Fig. 1: routing congestion map
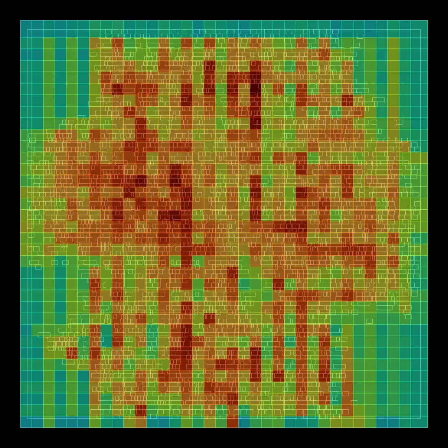
Fig. 2: supply network
Bar = 50 microns. Pins as bars on the die edge.
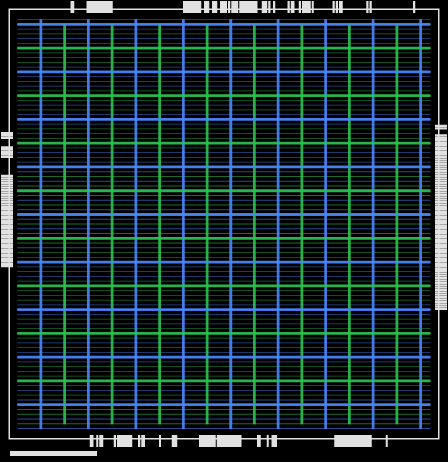
Fig. 3: cells coloured by class
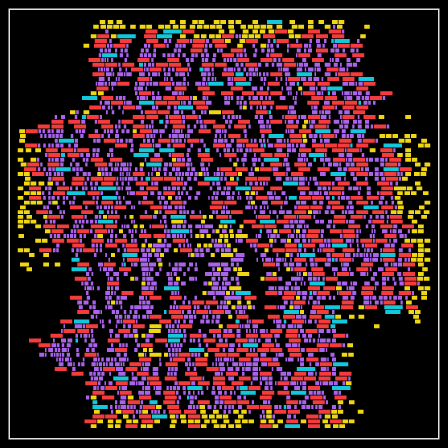
Fig. 4: local utilization
Bar = 50 microns. 24 x 24 tiles, from black (low) to pale yellow (high), 0 to 100% covered.
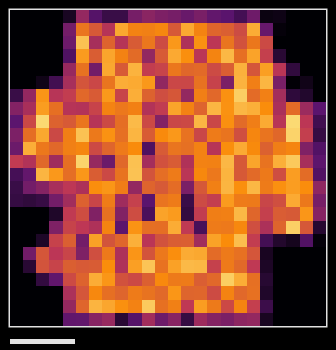
File: src/rtl/camera_pixel_packer.sv
// camera_pixel_packer
//   Write-side producer for the camera clock-crossing FIFO. Samples the 8-bit
//   camera byte bus (two bytes per RGB565 pixel, MSB first), packs N/16 pixels
//   into one N-bit word and strobes it into the FIFO write port. Tracks
//   frame/line framing, drops words while the FIFO is full and keeps sticky
//   error flags.
//
//   Ports (all in the slow_clk domain):
//     slow_clk    camera pixel clock
//     rst_n_slow  synchronous active-low reset
//     capture_en  arms capture, only looked at while idle
//     cam_vsync   frame sync, high between frames
//     cam_href    line valid, one byte sampled per cycle while high
//     cam_data    camera byte
//     full        FIFO full
//     clear_err   pulse, clears overflow/line_err/frame_err
//     data_out    packed word to FIFO data_in (held between writes)
//     wr_clk_en   one-cycle FIFO write strobe
//     busy        high while waiting for frame start or capturing
//     frame_done  one-cycle pulse after the last line of a frame
//     overflow    sticky, a completed word was dropped on full
//     line_err    sticky, a line ended with the wrong byte count
//     frame_err   sticky, vsync rose before the frame was complete
module camera_pixel_packer #(
  parameter int unsigned N     = 256,
  parameter int unsigned H_RES = 640,
  parameter int unsigned V_RES = 480
) (
  input  logic         slow_clk,
  input  logic         rst_n_slow,
  input  logic         capture_en,
  input  logic         cam_vsync,
  input  logic         cam_href,
  input  logic [7:0]   cam_data,
  input  logic         full,
  input  logic         clear_err,
  output logic [N-1:0] data_out,
  output logic         wr_clk_en,
  output logic         busy,
  output logic         frame_done,
  output logic         overflow,
  output logic         line_err,
  output logic         frame_err
);

  localparam int unsigned BPW = N / 8;
  localparam int unsigned BCW = $clog2(BPW);
  localparam int unsigned LBW = $clog2(2 * H_RES) + 1;
  localparam int unsigned LCW = $clog2(V_RES) + 1;

  localparam logic [BCW-1:0] LAST_BYTE  = BCW'(BPW - 1);
  localparam logic [LBW-1:0] LINE_BYTES = LBW'(2 * H_RES);
  localparam logic [LCW-1:0] LAST_LINE  = LCW'(V_RES - 1);

  typedef enum logic [1:0] {
    ST_IDLE,
    ST_SYNC,
    ST_ACTIVE
  } state_t;

  state_t         state_q;
  logic           vsync_q;
  logic           href_q;
  logic [BCW-1:0] byte_cnt_q;
  logic [LBW-1:0] line_bytes_q;
  logic [LCW-1:0] line_cnt_q;
  logic [N-1:0]   word_q;

  logic           vs_rise;
  logic           vs_fall;
  logic           hr_rise;
  logic           hr_fall;
  logic [BCW-1:0] byte_idx;
  logic [BCW-1:0] lane;
  logic [LBW-1:0] line_bytes_eff;
  logic [LBW-1:0] line_bytes_d;
  logic [N-1:0]   word_d;
  logic           word_last;

  always_comb begin
    vs_rise = cam_vsync & ~vsync_q;
    vs_fall = ~cam_vsync & vsync_q;
    hr_rise = cam_href & ~href_q;
    hr_fall = ~cam_href & href_q;

    // The first byte of a line is counted as byte 0 in the same cycle the
    // rising edge is seen, so the counters are overridden rather than cleared
    // a cycle early.
    byte_idx       = hr_rise ? '0 : byte_cnt_q;
    line_bytes_eff = hr_rise ? '0 : line_bytes_q;
    line_bytes_d   = (line_bytes_eff == '1) ? line_bytes_eff : line_bytes_eff + 1'b1;

    // Even byte is the pixel MSB, so byte c lands in byte lane c^1.
    lane   = byte_idx ^ BCW'(1);
    word_d = word_q;
    word_d[{lane, 3'b000} +: 8] = cam_data;

    word_last = (byte_idx == LAST_BYTE);
  end

  always_ff @(posedge slow_clk) begin
    if (!rst_n_slow) begin
      state_q      <= ST_IDLE;
      vsync_q      <= 1'b0;
      href_q       <= 1'b0;
      byte_cnt_q   <= '0;
      line_bytes_q <= '0;
      line_cnt_q   <= '0;
      word_q       <= '0;
      data_out     <= '0;
      wr_clk_en    <= 1'b0;
      busy         <= 1'b0;
      frame_done   <= 1'b0;
      overflow     <= 1'b0;
      line_err     <= 1'b0;
      frame_err    <= 1'b0;
    end else begin
      vsync_q    <= cam_vsync;
      href_q     <= cam_href;
      wr_clk_en  <= 1'b0;
      frame_done <= 1'b0;

      // Clears first; any set below overrides because the later NBA wins.
      overflow  <= overflow  & ~clear_err;
      line_err  <= line_err  & ~clear_err;
      frame_err <= frame_err & ~clear_err;

      unique case (state_q)
        ST_IDLE: begin
          if (capture_en && vs_rise) begin
            state_q <= ST_SYNC;
            busy    <= 1'b1;
          end
        end

        ST_SYNC: begin
          if (vs_fall) begin
            state_q      <= ST_ACTIVE;
            byte_cnt_q   <= '0;
            line_bytes_q <= '0;
            line_cnt_q   <= '0;
          end
        end

        ST_ACTIVE: begin
          if (vs_rise) begin
            state_q      <= ST_SYNC;
            frame_err    <= 1'b1;
            byte_cnt_q   <= '0;
            line_bytes_q <= '0;
            line_cnt_q   <= '0;
          end else if (hr_fall) begin
            // Resetting byte_cnt discards any partial word of a bad line.
            byte_cnt_q   <= '0;
            line_bytes_q <= '0;
            if (line_bytes_q != LINE_BYTES) begin
              line_err <= 1'b1;
            end
            if (line_cnt_q == LAST_LINE) begin
              state_q    <= ST_IDLE;
              busy       <= 1'b0;
              frame_done <= 1'b1;
              line_cnt_q <= '0;
            end else begin
              line_cnt_q <= line_cnt_q + 1'b1;
            end
          end else if (cam_href) begin
            word_q       <= word_d;
            byte_cnt_q   <= byte_idx + 1'b1;
            line_bytes_q <= line_bytes_d;
            if (word_last) begin
              if (full) begin
                overflow <= 1'b1;
              end else begin
                data_out  <= word_d;
                wr_clk_en <= 1'b1;
              end
            end
          end
        end

        default: begin
          state_q <= ST_IDLE;
          busy    <= 1'b0;
        end
      endcase
    end
  end

endmodule

File: config.mk
export PLATFORM = sky130hd
export DESIGN_NAME = camera_pixel_packer
export DESIGN_NICKNAME = d
export VERILOG_FILES = /design/src/rtl/camera_pixel_packer.sv
export SDC_FILE = /design/constraint.sdc
export NUM_CORES = 1
export LEC_CHECK = 0
export CAP_MARGIN = 0
export CELL_PAD_IN_SITES_DETAIL_PLACEMENT = 0
export CELL_PAD_IN_SITES_GLOBAL_PLACEMENT = 1
export CORE_MARGIN = 4
export CORE_UTILIZATION = 43
export DETAILED_ROUTE_END_ITERATION = 8
export PLACE_DENSITY = 0.91
export SETUP_SLACK_MARGIN = 0.05
export SYNTH_ARGS = -nofsm -noshare
export SYNTH_HDL_FRONTEND = slang
export SYNTH_SLANG_ARGS = --single-unit
File: constraint.sdc
create_clock -name slow_clk -period 4.56 [get_ports slow_clk]
set_input_delay 0.456 -clock slow_clk [delete_from_list [all_inputs] [get_ports slow_clk]]
set_output_delay 0.456 -clock slow_clk [all_outputs]
set_load 0.1 [all_outputs]
==> summary.txt <==
Status on the layout run. Fraction of synthesized cell area taken by the top area cell type landed at between 40% and 50%. The critical path maximum fanout is 61. Cell count of the worst hold path landed at 3.

The first global-routing pass estimated around 130000 microns of wire. According to the floorplan report, the die width is 245 microns. Met2 wire length landed at 39300 microns. For reference, the top cells by area after synthesis are sky130_fd_sc_hd__dfxtp_1 46%, sky130_fd_sc_hd__a211oi_1 8.8%, sky130_fd_sc_hd__o21ai_0 8.5%.

The critical path endpoint has a required time of 5.06 ns. Count of final max-slew check failures landed at 0. Counting instances in the post-synthesis netlist gives the leading cell types as 549 x sky130_fd_sc_hd__dfxtp_1, 410 x sky130_fd_sc_hd__o21ai_0, 282 x sky130_fd_sc_hd__a211oi_1. The die is 245 microns tall. For this design the static power due to leakage is 10.8 nW. Number of nets in the layout landed at between 2000 and 3000. Total via count in the routed design landed at ~24000. Data arrives at the worst endpoint at 4.39 ns.

The clock arrives with 0.0261 ns of skew. In the routed layout, each cell is associated on average with a via count of 6.31. Warnings raised by the tools during the run amount to 43. The worst path uses 85.3% of the clock period. Met3 demand-to-capacity share in global routing landed at under 10%.

In this design, the largest share of critical-path delay is due to simple AND/OR/NAND/NOR gates. Clock-pin slew of the registers on the worst-case setup and hold paths landed at approximately 0.06 ns. Remaining routing DRC violations landed at 0.

Fill cells in the final layout number between 4000 and 5000. The worst setup path is captured at a flop. Per the CTS log, the root buffer master is sky130_fd_sc_hd__clkbuf_16. Wire segments on met3 add up to 8780 microns in the final route. Detailed placer's ending HPWL landed at 58800 microns.

Setup repair after global routing left no endpoint under its margin. Number of cells on the critical path landed at 9. Floorplan-stage core utilization landed at between 40% and 50%. Relative slew slack landed at a little over an eighth.

277 I/O pins were placed. Of the total power, the share spent switching nets is 23.7%. Internal power component landed at slightly below 8 mW. Site row count landed at 86. Net switching power of the design landed at approximately 2.4 mW.

Among all stages on the critical path, the largest delay is contributed by sky130_fd_sc_hd__or3_1. Relative to the synthesized area, the layout overhead comes to 23.4%. Max capacitance violation total landed at 0.

Number of enable flip-flop cells landed at 0. Number of diodes landed at 0. Met1 wire length landed at between 30000 and 40000 microns.

The script reports the combined buffer and inverter count of the critical path as 2. Setup slack on the worst reg-to-reg path comes out at 0.67 ns. Sequential standard cell area landed at 11000 sq um. In the post-synthesis netlist, the cell with the most instances is sky130_fd_sc_hd__dfxtp_1. Total number of H-tree levels landed at 2.

Power attributed to combinational cells is 0.468 mW. Fraction of final layout cells sized beyond drive strength 1 landed at 8.88%. The worst hold path begins at rst_n_slow. For the sequential group, total power comes out at 4.82 mW. Worst-case reg-to-reg path depth landed at 9. The flow ran to the end, and the final reports show no timing, DRC or antenna violations. Maximum number of pins on one net before global-route repair landed at around 180. The clock tree has to reach 549 sinks. Before any placement, the netlist area is recorded as between 20000 and 25000 sq um.

Shortest period the worst path allows landed at 3.89 ns. Async set-reset flop share out of synthesis landed at 0%. TritonCTS built the clock tree. Synthesized netlist cell count landed at between 2000 and 3000. Total global-route track usage landed at 27.6%. Signal routing reaches up to met4. Share of power burned in the clock network landed at approximately 50%.

Post-CTS repair ended up resizing 0 cells. At the pin with the least slew margin, the transition time is roughly 1.3 ns. OpenSTA lists the critical path endpoint as word_q[211]. Worst setup timing slack at the placement stage landed at between 0.2 and 0.25 ns.

Clock network power landed at roughly 5 mW. Number of warning messages in the yosys log landed at 0. The global route stage reports its total congestion overflow as 0. Ratio of total power to cell area landed at ~350 nW/um^2. In the layout the commonest cells are 549 x sky130_fd_sc_hd__dfxtp_1, 410 x sky130_fd_sc_hd__o21ai_0, 281 x sky130_fd_sc_hd__a211oi_1.

By instance count after routing, the leading logic cell type is sky130_fd_sc_hd__dfxtp_1. Per the gpl log, the routability congestion estimate is 0.951. Adding up every negative setup slack in the final design gives 0 ns. Final worst slack landed at 0.668 ns.

Post-synthesis, Yosys gives the total cell area as 24100 sq um. STA classifies the critical path startpoint as a flop. In this run the critical register-to-register path is captured at word_q[211]. The launch point of the worst register-to-register path is recorded as byte_cnt_q[0]. The chip occupies roughly 60000 sq um. Worst hold margin landed at about 0.38 ns.
Back to the opening pictures, Fig. 1:
end-of-flow core utilization: 53.8%
average routed wire per standard cell: 23.4 microns
busiest grt layer: met2
M1 GR Usage: 37.3%
routing usage on met2: 43.2%

Back to the opening pictures, Fig. 2:
- VSS: blue
- VDD: green
- met5 straps: 17
- signal pins: 277
- met4 straps: 17

Back to the opening pictures, Fig. 3:
- remaining buffers and delay cells: yellow (cells 383; share of their area 13%)
- sequential cells: red (cells 549; share of their area 38%)
- clock drivers and dummy loads: cyan (cells 106; share of their area 7.0%)
- combinational and other logic: purple (cells 1956; share of their area 42%)

Back to the opening pictures, Fig. 4:
- fullest tile: 92%
- mean over tiles: 48%
- tiles over 75% full: 18%
- nearly empty tiles: 16%

==> cells by family after synthesis <==
kind of cell	share of synthesized area, %
AOI/OAI and AO/OA	27.2
and+or+nand+nor	13.2
DFF	45.6
buffers and inverters	4.87
muxes	7.97
xor gates and xnor gates	0.467
adders and majority gates	0.623
==> metrics by stage <==
step | area [sq um] | instances
final | 29700 | 3742
after global placement | 27700 | 3636
after global routing | 29700 | 3742
after detailed placement | 27700 | 3636
after CTS | 29700 | 3742
after floorplan | 24100 | 2785
==> area by class of cell <==
type	count	area share [%]
multi-input combinational	1932	40.4
clock buffer	68	5.17
sequential	549	36.9
clock inverter	38	1.61
tap	748	3.15
inverter	24	0.303
timing repair buffer	383	12.4
Power and IR drop assume default switching activity.
